File: src/rtl/fifo_wr_arbiter_pkg.sv
// Shared types and helpers for the FIFO write-port arbiter.
//   arb_state_t : IDLE (round-robin scan) / LOCK (burst owner holds the port)
//   rr_next     : index + 1 with wrap at n
package fifo_wr_arbiter_pkg;

    typedef enum logic {
        IDLE = 1'b0,
        LOCK = 1'b1
    } arb_state_t;

    function automatic int rr_next(input int idx, input int n);
        return (idx + 1 >= n) ? 0 : idx + 1;
    endfunction

endpackage

File: src/rtl/fifo_wr_arbiter_if.sv
// Bundle of every non-clock signal around the FIFO write-port arbiter.
//   req/req_data/req_last : requester side, one lane per requester
//   gnt                   : per-requester beat accept (one-hot or zero)
//   wr_en/wdata           : to the FIFO write port
//   full/overflow         : from the FIFO, write-clock domain
//   err/err_clr           : sticky overflow flag and its synchronous clear
//   owner/locked          : debug view of the arbiter state
// slave  : the arbiter itself
// master : the environment (requesters + FIFO)
interface fifo_wr_arbiter_if #(
    parameter int WIDTH = 8,
    parameter int NREQ  = 4
);
    localparam int IW = $clog2(NREQ);

    logic [NREQ-1:0]       req;
    logic [NREQ*WIDTH-1:0] req_data;
    logic [NREQ-1:0]       req_last;
    logic [NREQ-1:0]       gnt;
    logic                  wr_en;
    logic [WIDTH-1:0]      wdata;
    logic                  full;
    logic                  overflow;
    logic                  err;
    logic                  err_clr;
    logic [IW-1:0]         owner;
    logic                  locked;

    modport slave (
        input  req, req_data, req_last, full, overflow, err_clr,
        output gnt, wr_en, wdata, err, owner, locked
    );

    modport master (
        output req, req_data, req_last, full, overflow, err_clr,
        input  gnt, wr_en, wdata, err, owner, locked
    );

endinterface

File: src/rtl/fifo_wr_arbiter_rr_pick.sv
// Combinational round-robin picker.
//   req_i  : request vector
//   ptr_i  : highest-priority index this cycle
//   pick_o : one-hot winner (zero when nothing requested)
//   idx_o  : winner index
//   any_o  : at least one request present
module fifo_wr_arbiter_rr_pick #(
    parameter int NREQ = 4,
    parameter int IW   = $clog2(NREQ)
) (
    input  logic [NREQ-1:0] req_i,
    input  logic [IW-1:0]   ptr_i,
    output logic [NREQ-1:0] pick_o,
    output logic [IW-1:0]   idx_o,
    output logic            any_o
);

    logic [IW-1:0] cand;

    // NOTE: every output of a combinational block gets a default at the top,
    // so no path leaves a signal unassigned and no latch is inferred.
    always_comb begin
        any_o = 1'b0;
        idx_o = '0;
        cand  = '0;
        // Scan ptr, ptr+1, ... with wrap; the first hit wins.
        for (int k = 0; k < NREQ; k++) begin
            cand = IW'((int'(ptr_i) + k) % NREQ);
            if (!any_o && req_i[cand]) begin
                any_o = 1'b1;
                idx_o = cand;
            end
        end
        pick_o = any_o ? (NREQ'(1) << idx_o) : '0;
    end

endmodule

File: src/rtl/fifo_wr_arbiter.sv
// Round-robin arbiter sharing one async-FIFO write port among NREQ requesters,
// with locked bursts (ended by req_last or after MAX_BURST beats).
//   wr_clk_i : FIFO write clock, the only clock here
//   rst_ni   : asynchronous active-low reset
//   bus      : arbiter side of fifo_wr_arbiter_if (requests, FIFO port, status)
// gnt/wr_en/wdata are combinational from registered state and req/full,
// so an accepted beat appears on the FIFO port in the same cycle.
module fifo_wr_arbiter
    import fifo_wr_arbiter_pkg::*;
#(
    parameter int WIDTH     = 8,
    parameter int NREQ      = 4,
    parameter int MAX_BURST = 8
) (
    input  logic                 wr_clk_i,
    input  logic                 rst_ni,
    fifo_wr_arbiter_if.slave     bus
);

    localparam int IW = $clog2(NREQ);
    localparam int BW = (MAX_BURST > 1) ? $clog2(MAX_BURST) : 1;

    arb_state_t      state_q, state_d;
    logic [IW-1:0]   ptr_q, ptr_d;
    logic [IW-1:0]   owner_q, owner_d;
    logic [BW-1:0]   beat_q, beat_d;
    logic            err_q, err_d;

    logic [NREQ-1:0] pick_oh;
    logic [IW-1:0]   pick_idx;
    logic            pick_any;

    logic [NREQ-1:0] gnt_s;
    logic [WIDTH-1:0] wdata_s;
    logic            wr_en_s;
    logic            last_sel;

    fifo_wr_arbiter_rr_pick #(
        .NREQ (NREQ),
        .IW   (IW)
    ) u_pick (
        .req_i  (bus.req),
        .ptr_i  (ptr_q),
        .pick_o (pick_oh),
        .idx_o  (pick_idx),
        .any_o  (pick_any)
    );

    // State register.
    // NOTE: sequential state uses non-blocking assignments so every register
    // samples pre-edge values regardless of process ordering.
    always_ff @(posedge wr_clk_i or negedge rst_ni) begin
        if (!rst_ni) begin
            state_q <= IDLE;
            ptr_q   <= '0;
            owner_q <= '0;
            beat_q  <= '0;
            err_q   <= 1'b0;
        end else begin
            state_q <= state_d;
            ptr_q   <= ptr_d;
            owner_q <= owner_d;
            beat_q  <= beat_d;
            err_q   <= err_d;
        end
    end

    // Output logic: grant, write enable and data mux.
    // Gated by rst_ni so the port is quiet while reset is held, even though
    // the registered state alone would let an IDLE scan grant.
    always_comb begin
        gnt_s   = '0;
        wdata_s = '0;
        if (rst_ni && !bus.full) begin
            if (state_q == IDLE) begin
                gnt_s = pick_oh;
            end else if (bus.req[owner_q]) begin
                gnt_s = NREQ'(1) << owner_q;
            end
        end
        wr_en_s = |gnt_s;
        for (int i = 0; i < NREQ; i++) begin
            if (gnt_s[i]) begin
                wdata_s = bus.req_data[i*WIDTH +: WIDTH];
            end
        end
        last_sel = |(gnt_s & bus.req_last);
    end

    // Next-state logic.
    always_comb begin
        state_d = state_q;
        ptr_d   = ptr_q;
        owner_d = owner_q;
        beat_d  = beat_q;
        // Overflow wins over a same-cycle clear.
        err_d   = bus.overflow | (err_q & ~bus.err_clr);

        unique case (state_q)
            IDLE: begin
                if (wr_en_s) begin
                    owner_d = pick_idx;
                    if (last_sel || MAX_BURST == 1) begin
                        ptr_d = IW'(rr_next(int'(pick_idx), NREQ));
                    end else begin
                        state_d = LOCK;
                        beat_d  = BW'(1);
                    end
                end
            end
            LOCK: begin
                if (wr_en_s) begin
                    if (last_sel || beat_q == BW'(MAX_BURST - 1)) begin
                        state_d = IDLE;
                        ptr_d   = IW'(rr_next(int'(owner_q), NREQ));
                        beat_d  = '0;
                    end else begin
                        beat_d = beat_q + 1'b1;
                    end
                end else if (!bus.req[owner_q]) begin
                    // Owner abandoned its burst: release without a beat.
                    state_d = IDLE;
                    ptr_d   = IW'(rr_next(int'(owner_q), NREQ));
                    beat_d  = '0;
                end
            end
            default: ;
        endcase
    end

    assign bus.gnt    = gnt_s;
    assign bus.wr_en  = wr_en_s;
    assign bus.wdata  = wdata_s;
    assign bus.err    = err_q;
    assign bus.owner  = owner_q;
    assign bus.locked = (state_q == LOCK);

endmodule

File: src/flat_wrapper.sv
// flat-port wrapper written by rule: the top's interface ports become plain ports
module fifo_wr_arbiter_flat import fifo_wr_arbiter_pkg::*;
#(
    parameter int WIDTH     = 8,
    parameter int NREQ      = 4,
    parameter int MAX_BURST = 8
)
  (wr_clk_i, rst_ni, bus_req, bus_req_data, bus_req_last, bus_full, bus_overflow, bus_err_clr, bus_gnt, bus_wr_en, bus_wdata, bus_err, bus_owner, bus_locked);
  fifo_wr_arbiter_if #(.WIDTH(WIDTH), .NREQ(NREQ)) bus_i ();
  input  logic wr_clk_i;
  input  logic rst_ni;
  input wire logic [$bits(bus_i.req)-1:0] bus_req;
  input wire logic [$bits(bus_i.req_data)-1:0] bus_req_data;
  input wire logic [$bits(bus_i.req_last)-1:0] bus_req_last;
  input wire logic [$bits(bus_i.full)-1:0] bus_full;
  input wire logic [$bits(bus_i.overflow)-1:0] bus_overflow;
  input wire logic [$bits(bus_i.err_clr)-1:0] bus_err_clr;
  output wire logic [$bits(bus_i.gnt)-1:0] bus_gnt;
  output wire logic [$bits(bus_i.wr_en)-1:0] bus_wr_en;
  output wire logic [$bits(bus_i.wdata)-1:0] bus_wdata;
  output wire logic [$bits(bus_i.err)-1:0] bus_err;
  output wire logic [$bits(bus_i.owner)-1:0] bus_owner;
  output wire logic [$bits(bus_i.locked)-1:0] bus_locked;
  assign bus_i.req = bus_req;
  assign bus_i.req_data = bus_req_data;
  assign bus_i.req_last = bus_req_last;
  assign bus_i.full = bus_full;
  assign bus_i.overflow = bus_overflow;
  assign bus_i.err_clr = bus_err_clr;
  assign bus_gnt = bus_i.gnt;
  assign bus_wr_en = bus_i.wr_en;
  assign bus_wdata = bus_i.wdata;
  assign bus_err = bus_i.err;
  assign bus_owner = bus_i.owner;
  assign bus_locked = bus_i.locked;
  fifo_wr_arbiter #(.WIDTH(WIDTH), .NREQ(NREQ), .MAX_BURST(MAX_BURST)) u_core (.wr_clk_i(wr_clk_i), .rst_ni(rst_ni), .bus(bus_i));
endmodule
File: config.mk
export PLATFORM = sky130hd
export DESIGN_NAME = fifo_wr_arbiter_flat
export DESIGN_NICKNAME = d
export VERILOG_FILES = /design/src/rtl/fifo_wr_arbiter_pkg.sv /design/src/rtl/fifo_wr_arbiter_if.sv /design/src/rtl/fifo_wr_arbiter_rr_pick.sv /design/src/rtl/fifo_wr_arbiter.sv /design/src/flat_wrapper.sv
export SDC_FILE = /design/constraint.sdc
export NUM_CORES = 1
export LEC_CHECK = 0
export ABC_CLOCK_PERIOD_IN_PS = 2410
export CORE_ASPECT_RATIO = 0.7
export CORE_MARGIN = 4
export CORE_UTILIZATION = 30
export DETAILED_ROUTE_END_ITERATION = 8
export HOLD_SLACK_MARGIN = 0.05
export PLACE_DENSITY = 0.77
export SLEW_MARGIN = 30
export SYNTH_ARGS = -nofsm -noshare
export SYNTH_HDL_FRONTEND = slang
export SYNTH_SLANG_ARGS = --single-unit
File: constraint.sdc
create_clock -name wr_clk_i -period 2.41 [get_ports wr_clk_i]
set_input_delay 0.3615 -clock wr_clk_i [delete_from_list [all_inputs] [get_ports wr_clk_i]]
set_output_delay 0.3615 -clock wr_clk_i [all_outputs]
set_load 0.01 [all_outputs]
**Run 1: clock wires, drivers and flops**

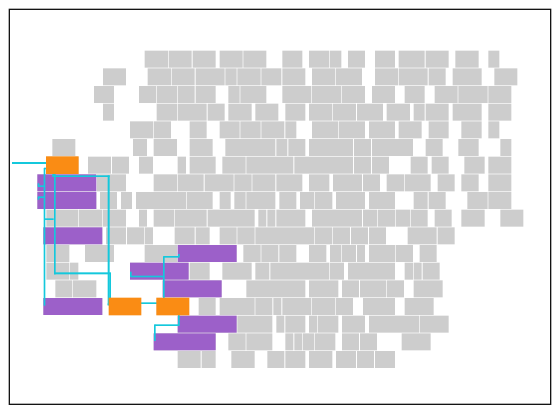
flip-flops -> purple  # count 9
cells driving clock nets -> orange  # count 3
clock wires -> cyan  # length 133 um
routed clock nets = 4

**Run 1: cells colored by class**

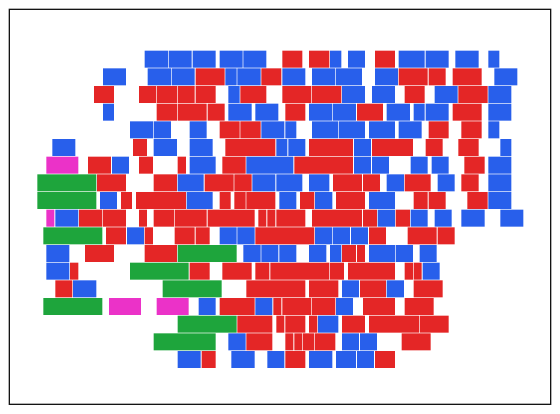
flops -> green  # cells 9, share of their area 9.2%
other buffers and delay cells -> blue  # cells 112, share of their area 40%
clock drivers and dummy loads -> magenta  # cells 4, share of their area 1.8%
all other logic -> red  # cells 118, share of their area 49%

**Run 1: sequential cells grouped by signal name**

Bar = 20 um. Other sequential cells in the stronger gray, the rest of the logic in the fainter gray.
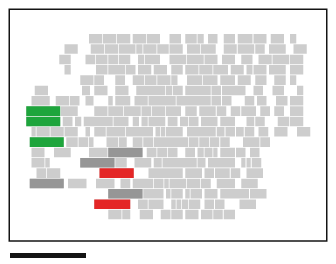
u_core.beat_q -> green  # sequential cells 3
u_core.ptr_q -> red  # sequential cells 2

**Run 1: drive-strength map**

Bar = 20 um.
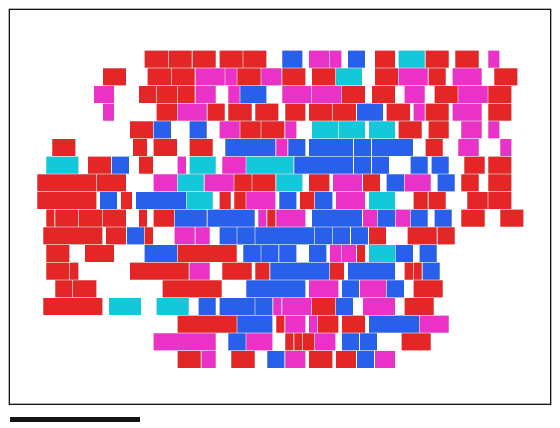
drive 2 -> magenta  # cells 57, share 23%
drive 3 to 4 -> blue  # cells 60, share 25%
drive 1 or less -> red  # cells 111, share 46%
drive 6 and up -> cyan  # cells 15, share 6.2%

==> GITHUB_STEP_SUMMARY, run 1 <==
## PnR job results

| Metric | Value |
|---|---|
| Status | `complete, but fails checks` |
| Failing checks | `setup timing` |
| TritonCTS clock tree | `done` |
| Slew margin rel. | `71.6%` |
| Routed length per instance | `18.2 um` |
| I/O pins | `62` |
| Clock Sinks | `9` |
| Total core area | `3670 um^2` |
| Post-DP HPWL | `3860 um` |
| Setup TNS | `-4370 ps` |
| Initial antenna violation count | `0` |
| Top cell type's share of synthesized area | `19.0%` |
| Max frequency | `365 MHz` |
| Max VDD drop | `0.572 mV` |
| HP Class | `primary input to asynchronous set/reset pin` |
| Iteration-0 DRC count of the detailed router | `101` |
| Starting Density | `32.3%` |
| RePlAce Congestion | `0.886` |
| Area fraction in mux cells | `7.81%` |
| All-Layer GR Usage | `20.7%` |
| Pwr dens | `917 nW/um^2` |
| Top cell excl fill/tap | `clkdlybuf4s50_1` |
| Post-synth seq share | `19.0%` |
| Worst skew pair latency | `230 ps` |
| Max Cap Viol | `0` |
| CP endpoint kind | `output port` |
| Reg-to-Reg End | `u_core.ptr_q[1]$_DFFE_PN0P_` |
| Dpl cells | `279` |
| Critical Path Start Type | `flop` |
| Final core utilization | `68.5%` |
| Reg-to-reg slack, setup | `-320 ps` |
| Post-synth cell types | `39` |
| Fin. max-slew vios | `0` |
| Post-route clock skew | `0.955 ps` |
| Pre-antenna DRT Iters | `4` |
| Required @ worst endpoint | `2050 ps` |
| Num CTS Buffers | `3` |
| Final WS setup | `-328 ps` |
| Reg clk slew, reported paths | `40 ps` |
| Syn Area/Cell | `8.99 um^2` |
| Clock Tree Buf Depth | `2` |
| Setup crit start | `u_core.ptr_q[1]$_DFFE_PN0P_` |
| Dominant combinational family | `AND-OR/OR-AND gates` |
| Non-filler cells in the finished layout | `293` |
| Largest net degree at the start of global routing | `17` |
| Area leader, netlist | `dfrtp_1` |
| Critical setup path kind | `flop to output port` |
| Critical path fanouts, max | `5` |
| RSZ-0062 raised after global routing | `yes` |
| Tool warnings | `36` |
| Most frequent logic cells in the routed design | `clkdlybuf4s50_1 (44), buf_4 (41), a21oi_2 (12), a22oi_2 (11), buf_6 (11)` |
| Yosys Warn Count | `0` |
| Die W | `83.2 um` |
| Synth async-reset ratio | `100%` |
| Dominant flop cell | `dfrtp_1` |
| ANT cells | `0` |
| DR vias/cell | `5.38` |
| Die Height | `60.6 um` |
| H-tree Lvls | `1` |
| Cells after Synth | `132` |
| Worst R2R Start | `u_core.ptr_q[1]$_DFFE_PN0P_` |
| Worst slew pin tran | `426 ps` |
| Crit path arrival time | `2380 ps` |
| Leakage | `1.04 nW` |
| Via Count | `1,577` |
| Post-route DRC violation count | `0` |
| Hold Slack | `470 ps` |
| First-pass GRT wire length | `8230 um` |
| Complex Gates by Area | `34.5%` |
| Die ar. | `5040 um^2` |
| Endpoints failing setup | `20` |
| Area grow syn2layout | `112%` |
| Chip Area, Yosys | `1190 um^2` |
| Flops after synth | `9` |
| Routed WL | `5320 um` |
[run 1: kinds of logic (layout without fill, tap and decap cells)]
kind of cell    after synthesis  after routing
simple gates                 35             35
compound gates               55             55
mux                           8              8
buf+inv                      14            125
fa+ha+maj                    11             11
flops                         9              9
[run 1: Yosys cell counts, drive strengths merged (2+ instances only)]
library cell,n
dfrtp,9
o31ai,9
a22o,2
a21oi,12
clkbuf,2
a32o,2
mux2i,4
nand2,6
buf,3
a211oi,2
inv,9
nor4,4
ha,11
nor3b,2
o21ai,6
nand4b,8
o22ai,2
mux2,4
nor2,6
a22oi,15
nand2b,4
nor3,2
[run 1: worst min-delay path by stage]
stage | startpoint | endpoint | slack, ps | cells after the start
finish | rst_ni | u_core.beat_q[2]$_DFFE_PN0P_ | 470 | 2
global route | rst_ni | u_core.beat_q[1]$_DFFE_PN0P_ | 490 | 2
CTS | u_core.bus.err$_DFF_PN0_ | u_core.bus.err$_DFF_PN0_ | 470 | 1
detailed placement | u_core.bus.err$_DFF_PN0_ | u_core.bus.err$_DFF_PN0_ | 460 | 1
global placement | u_core.bus.err$_DFF_PN0_ | u_core.bus.err$_DFF_PN0_ | 460 | 1
floorplan | rst_ni | u_core.beat_q[0]$_DFFE_PN0P_ | 70 | 0
[run 1: per-stage QoR]
stage / area, um^2 / total power (W)
CTS: 2470 / 0.00220
finish: 2510 / 0.00231
detailed placement: 2230 / 0.00183
global route: 2510 / 0.00245
floorplan: 1260 / 0.00109
global placement: 2230 / 0.00180
[run 1: layer usage]
layer	wire length, um	share of wire [%]	GRT usage, %	vias up
met5	0	0	0	-
met4	77	1.4	7.46	0
met3	350	6.6	4.07	10
met2	2590	49	34.5	66
met1	2300	43	27.4	758
li1	-	-	-	743
[run 1: registers in the layout, indices dropped and copies added (netlist names)]
signal / cells
u_core.beat_q: 3
u_core.ptr_q: 2
u_core.bus.owner: 2
u_core.bus.err: 1
u_core.bus.locked: 1
[run 1: critical path: stages (launching register included)]
cell and delay, ps:
dfrtp_2 440, mux2i_1 140, a211oi_2 280, inv_2 100, buf_6 140, ha_4 170
a22oi_2 150, buf_4 150, nor3b_4 50, buf_6 150, a22oi_2 150, a21oi_2 70
buf_2 150
[run 1: cell type report]
type | count | area [um^2]
multi-input cells | 109 | 1160
flip-flops and latches | 9 | 226
repair buffers | 112 | 983
inverters | 9 | 33.8
fillers | 266 | 1160
clock buffers | 4 | 45.0
well taps | 50 | 62.6
[run 1: power breakdown]
| part | switching [W] | internal, W | leakage [nW] |
|---|---|---|---|
| logic | 0.000861 | 0.000984 | 0.908 |
| registers | 0.0000787 | 0.000213 | 0.111 |
| clock network | 0.0000544 | 0.000115 | 0.0228 |
| total | 0.000994 | 0.00131 | 1.04 |
[run 1: what timing repair did]
item / CTS / global route
pin swaps: 31 / 6
cloned: 1 / 0
buffers inserted: 9 / 1
endpoints found under the setup margin: 21 / 21
resized: 93 / 19
==> run 1 -> run 2 <==
--- a/config.mk
+++ b/config.mk
@@ -5,13 +5,15 @@
 export SDC_FILE = /design/constraint.sdc
 export NUM_CORES = 1
 export LEC_CHECK = 0
+export ABC_AREA = 1
 export ABC_CLOCK_PERIOD_IN_PS = 2410
 export CORE_ASPECT_RATIO = 0.7
 export CORE_MARGIN = 4
 export CORE_UTILIZATION = 30
 export DETAILED_ROUTE_END_ITERATION = 8
 export HOLD_SLACK_MARGIN = 0.05
-export PLACE_DENSITY = 0.77
+export PLACE_DENSITY = 0.63
+export SKIP_CTS_REPAIR_TIMING = 1
 export SLEW_MARGIN = 30
 export SYNTH_ARGS = -nofsm -noshare
 export SYNTH_HDL_FRONTEND = slang
**Run 2: cells colored by class**

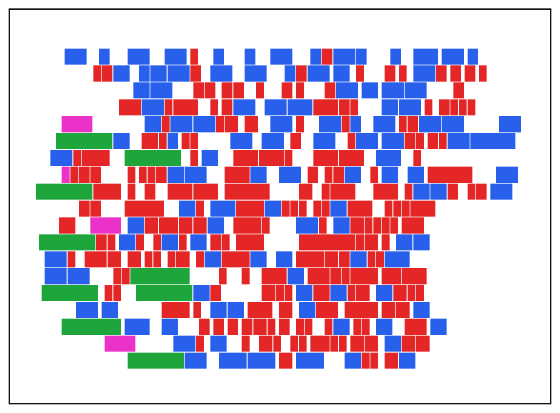
other buffers and delay cells -> blue  # cells 115, share of their area 40%
clock drivers and dummy loads -> magenta  # cells 4, share of their area 1.8%
flops -> green  # cells 9, share of their area 9.1%
all other logic -> red  # cells 206, share of their area 49%

==> GITHUB_STEP_SUMMARY, run 2 <==
## PnR job results

| Metric | Value |
|---|---|
| Status | `complete, but fails checks` |
| Failing checks | `setup timing` |
| Slew margin rel. | `82.1%` |
| Clock Tree Buf Depth | `2` |
| RSZ-0062 raised after global routing | `yes` |
| Leakage | `1.39 nW` |
| Routed length per instance | `12.7 um` |
| Dominant flop cell | `dfrtp_1` |
| Die Height | `63.3 um` |
| Chip Area, Yosys | `1310 um^2` |
| Yosys Warn Count | `0` |
| Register bank with the most flops | `u_core.beat_q` |
| Critical setup path kind | `primary input to output port` |
| Fin. max-slew vios | `0` |
| Post-route clock skew | `1.82 ps` |
| Yosys top cell by instances | `nand2_1` |
| Design area | `2570 um^2` |
| Final WS setup | `-919 ps` |
| Post-synth cell types | `26` |
| Clock Sinks | `9` |
| Pre-antenna DRT Iters | `4` |
| Post-route DRC violation count | `0` |
| Max FFs per register | `3` |
| All-Layer GR Usage | `15.1%` |
| Flops after synth | `9` |
| Tool warnings | `35` |
| Reg clk slew, reported paths | `40 ps` |
| Routed WL | `4900 um` |
| Pwr dens | `1330 nW/um^2` |
| Num CTS Buffers | `3` |
| Most frequent logic cells in the routed design | `nand2_1 (64), buf_4 (49), clkdlybuf4s50_1 (45), inv_1 (19), nand3_1 (17)` |
| Die ar. | `5500 um^2` |
| Pwr Total | `0.00341 W` |
| CP endpoint kind | `output port` |
| I/O pins | `62` |
| Largest net degree at the start of global routing | `19` |
| Total core area | `4070 um^2` |
| Critical Path Start Type | `primary input` |
| Max Cap Viol | `0` |
| Worst slew pin tran | `268 ps` |
| Dpl cell area | `2300 um^2` |
| Synth async-reset ratio | `100%` |
| Iteration-0 DRC count of the detailed router | `70` |
| Initial antenna violation count | `0` |
| Reg-to-Reg End | `u_core.bus.owner[1]$_DFFE_PN0P_` |
| Top cell type's share of synthesized area | `21.8%` |
| Post-DP HPWL | `3580 um` |
| Fill cells | `348` |
| Crit path arrival time | `2970 ps` |
| Worst skew pair latency | `230 ps` |
| Area leader, netlist | `nand2_1` |
| Cells after Synth | `216` |
| Reg-to-reg slack, setup | `-610 ps` |
| DR vias/cell | `4.52` |
| Endpoints failing setup | `21` |
| Die W | `86.9 um` |
| Worst R2R Start | `u_core.ptr_q[0]$_DFFE_PN0P_` |
| Via Count | `1,744` |
| Post-synth seq share | `17.2%` |
| Max VDD drop | `0.704 mV` |
| Area grow syn2layout | `96.3%` |
[run 2: worst max path at each step]
stage | from | endpoint | slack, ps | cells past startpoint
floorplan | u_core.ptr_q[0]$_DFFE_PN0P_ | bus_wdata[0] | -180 | 19
global placement | bus_req[1] | bus_wdata[5] | -1270 | 20
detailed placement | bus_req[1] | bus_wdata[5] | -1280 | 20
CTS | u_core.ptr_q[0]$_DFFE_PN0P_ | bus_wdata[5] | -1330 | 19
global route | bus_req[2] | bus_wdata[5] | -1140 | 23
finish | bus_req[2] | bus_wdata[5] | -920 | 22
[run 2: layout make-up]
cell class                      count  area (um^2)  share of cell area [%]
Clock buffer                        4         45.0                    1.75
Inverter                           29          124                    4.82
Tap cell                           52         65.1                    2.53
Timing Repair inverter              1         6.26                   0.244
Timing Repair Buffer              115          998                    38.9
Sequential cell                     9          228                    8.87
Multi-Input combinational cell    176         1100                    42.9
[run 2: routing by layer]
| layer | GRT usage [%] | wire [um] | share of wire, % |
|---|---|---|---|
| met5 | 0 | 0 | 0 |
| met3 | 0.911 | 143 | 2.9 |
| met4 | 4.09 | 29 | 0.59 |
| met1 | 22.4 | 2380 | 48 |
| met2 | 23.2 | 2350 | 48 |
[run 2: worst max-delay path, stage by stage]
cell and delay, ps:
clkdlybuf4s50_1 440, nand2_1 90, nand2_2 70, nand2_2 90, nand2_2 80, nor2_4 150, nand3b_1 160, o21ai_2 200
ha_2 200, inv_2 30, nor2_1 90, nand2_1 60, nand2_2 90, nand2_4 60, nor2_4 150, buf_6 130
buf_6 100, nand2_4 40, nand3_2 70, o21ai_2 70, o21ai_1 110, buf_2 150
[run 2: kinds of logic (layout without fill, tap and decap cells)]
family | after synthesis | after routing | share of synthesized area [%]
simple gates | 132 | 134 | 49.7
buf+inv | 33 | 149 | 10.2
compound gates | 31 | 31 | 12.3
fa+ha+maj | 11 | 11 | 10.5
flops | 9 | 9 | 17.2
[run 2: power breakdown]
part | leakage [nW] | internal (W) | switching, W | total, W
registers | 0.110 | 0.000220 | 0.0000770 | 0.000297
logic | 1.26 | 0.00140 | 0.00155 | 0.00295
clock network | 0.0228 | 0.000115 | 0.0000566 | 0.000172
total | 1.39 | 0.00173 | 0.00168 | 0.00341
[run 2: stage by stage]
step | util, % | hold slack [ps] | cells | TNS, ps
2_1_floorplan | - | 65.9 | 216 | -1370
3_3_place_gp | 56.6 | 507 | 365 | -20690
3_5_place_dp | 56.6 | 515 | 365 | -20770
4_1_cts | 57.7 | 464 | 369 | -19690
5_1_grt | 63.2 | 486 | 386 | -18740
6_report | 63.2 | 465 | 386 | -14470
==> run 2 -> run 3 <==
--- a/config.mk
+++ b/config.mk
@@ -18,3 +18,4 @@
 export SYNTH_ARGS = -nofsm -noshare
 export SYNTH_HDL_FRONTEND = slang
 export SYNTH_SLANG_ARGS = --single-unit
+export TNS_END_PERCENT = 50
**Run 3: sequential cells grouped by signal name**

Bar = 20 um. Other sequential cells in the stronger gray, the rest of the logic in the fainter gray.
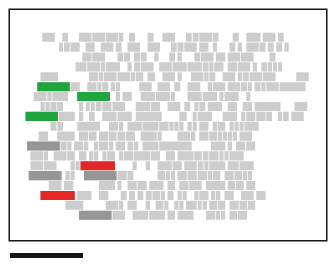
u_core.ptr_q -> red  # sequential cells 2
u_core.beat_q -> green  # sequential cells 3
not colored = 4

==> GITHUB_STEP_SUMMARY, run 3 <==
## PnR job results

| Metric | Value |
|---|---|
| Tool warnings | `35` |
| Slew margin rel. | `82.3%` |
| Post-route DRC violation count | `0` |
| Critical Path Start Type | `flop` |
| Post-synth cell types | `26` |
| Switching pwr | `0.00170 W` |
| RSZ-0062 raised after global routing | `yes` |
| Pwr dens | `1330 nW/um^2` |
| Post-DP HPWL | `3580 um` |
| GRT met3 Usage | `0.911%` |
| Clock network fraction of total power | `5.0%` |
| Most frequent logic cells in the routed design | `nand2_1 (64), buf_4 (50), clkdlybuf4s50_1 (45), inv_1 (19), nand3_1 (17)` |
| Die Height | `63.3 um` |
| Top cell excl fill/tap | `nand2_1` |
| HP Class | `primary input to asynchronous set/reset pin` |
| Area fraction in mux cells | `0%` |
| Dpl cell area | `2300 um^2` |
| Total core area | `4070 um^2` |
| Failing checks | `setup timing` |
| CP endpoint kind | `output port` |
| Complex Gates by Area | `12.3%` |
| Max VDD drop | `0.702 mV` |
| Routed WL | `4950 um` |
| Top cell type's share of synthesized area | `21.8%` |
| ANT cells | `0` |
| Sequential Power Share | `8.7%` |
| Register bank with the most flops | `u_core.beat_q` |
| Comb power frac | `86.4%` |
| Chip Area, Yosys | `1310 um^2` |
| TritonCTS clock tree | `done` |
| Max Cap Viol | `0` |
| Post-route clock skew | `1.79 ps` |
| Final WS setup | `-912 ps` |
| Design area | `2580 um^2` |
| Endpoints failing setup | `21` |
| Required @ worst endpoint | `2050 ps` |
| Synth async-reset ratio | `100%` |
| All-Layer GR Usage | `15.1%` |
| Worst skew pair latency | `230 ps` |
| Clock Sinks | `9` |
| Power Internal | `0.00174 W` |
| Pre-antenna DRT Iters | `4` |
| Critical setup path kind | `flop to output port` |
| Yosys Warn Count | `0` |
| Area leader, netlist | `nand2_1` |
| H-tree Lvls | `1` |
| Syn Area/Cell | `6.06 um^2` |
| Synth cell count leaders | `nand2_1 (76), inv_1 (25), o21ai_0 (22)` |
| First-pass GRT wire length | `6820 um` |
| Status | `complete, but fails checks` |
| RePlAce Congestion | `0.891` |
| Critical path fanouts, max | `6` |
| Die ar. | `5500 um^2` |
| Layer with the highest usage | `met2` |
| Area grow syn2layout | `97.3%` |
| Adders+Majority by Area | `10.5%` |
| I/O pins | `62` |
| Max frequency | `301 MHz` |
| Routed length per instance | `12.8 um` |
| Num CTS Buffers | `3` |
| Yosys simple share | `49.7%` |
| Final core utilization | `63.5%` |
| Dominant combinational family | `simple AND/OR/NAND/NOR gates` |
| Flops after synth | `9` |
| Iteration-0 DRC count of the detailed router | `79` |
| Post-synth seq share | `17.2%` |
| Max FFs per register | `3` |
| Cells after Synth | `216` |
| Net Sw Frac | `49.4%` |
| Dominant flop cell | `dfrtp_1` |
| Met1 Track Usage GR | `22.4%` |
| Largest net degree at the start of global routing | `19` |
| XOR/XNOR Fraction of Synth Area | `0%` |
| Grt met2 use | `23.2%` |
| Initial antenna violation count | `0` |
-- run 3: cell counts after synthesis --
No cell type changed its count.
-- run 3: kinds of logic after synthesis --
kind of cell | after synthesis
buffers and inverters | 33
adder cells (fa/ha/maj) | 11
flip-flops | 9
AND-OR/OR-AND | 31
AND/OR/NAND/NOR | 132
-- run 3: worst paths after layout --
kind	startpoint	endpoint	cells past startpoint
hold / removal	rst_ni	u_core.beat_q[1]$_DFFE_PN0P_	2
hold reg to reg	u_core.bus.err$_DFF_PN0_	u_core.bus.err$_DFF_PN0_	2
setup / recovery	u_core.ptr_q[0]$_DFFE_PN0P_	bus_wdata[5]	22
min in group wr_clk_i	u_core.bus.err$_DFF_PN0_	u_core.bus.err$_DFF_PN0_	2
setup reg to reg	u_core.ptr_q[0]$_DFFE_PN0P_	u_core.bus.owner[1]$_DFFE_PN0P_	22
max in group asynchronous	rst_ni	u_core.ptr_q[0]$_DFFE_PN0P_	2
-- run 3: area by class of cell --
| cell class | instances | area (um^2) |
|---|---|---|
| inverter | 29 | 124 |
| timing repair buffer | 116 | 1010 |
| clock buffer | 4 | 45.0 |
| tap | 52 | 65.1 |
| fill | 348 | 1480 |
| multi-input combinational | 176 | 1100 |
| timing repair inverter | 1 | 6.26 |
| sequential | 9 | 228 |
-- run 3: layer usage --
layer  vias to the layer above  share of wire (%)
met5                         -                  0
met2                        32                 49
li1                        932                  -
met1                       790                 46
met3                         5                4.3
met4                         0               0.81
-- run 3: stage by stage --
stage	TNS, ps	cells	power [W]	setup slack, ps	hold slack (ps)
6_report	-15040	387	0.00344	-912	466
5_1_grt	-18420	387	0.00374	-1080	486
4_1_cts	-19690	369	0.00303	-1330	464
3_5_place_dp	-20770	365	0.00284	-1280	515
3_3_place_gp	-20690	365	0.00283	-1270	507
2_1_floorplan	-1370	216	0.00171	-179	65.9
-- run 3: critical path, stage by stage (launching register included) --
cell	delay, ps
dfrtp_2	480
buf_6	160
nand2_4	60
nand2_4	50
nand2_2	80
nand2_2	90
nor2_4	150
nand3b_1	170
o21ai_2	200
ha_2	200
inv_2	30
nor2_1	90
nand2_1	60
nand2_2	100
nand2_4	60
nor2_4	150
buf_6	130
buf_6	90
nand2_4	40
nand3_2	60
o21ai_2	50
o21ai_1	100
buf_2	150
-- run 3: power by group through the flow --
stage	Clock [W]	Combinational, W	Sequential [W]
CTS	0.000181	0.00256	0.000287
finish	0.000172	0.00297	0.000298
global placement	0	0.00254	0.000288
floorplan	0	0.00143	0.000281
global route	0.000187	0.00325	0.000303
detailed placement	0	0.00255	0.000288
Power and IR drop assume default switching activity.
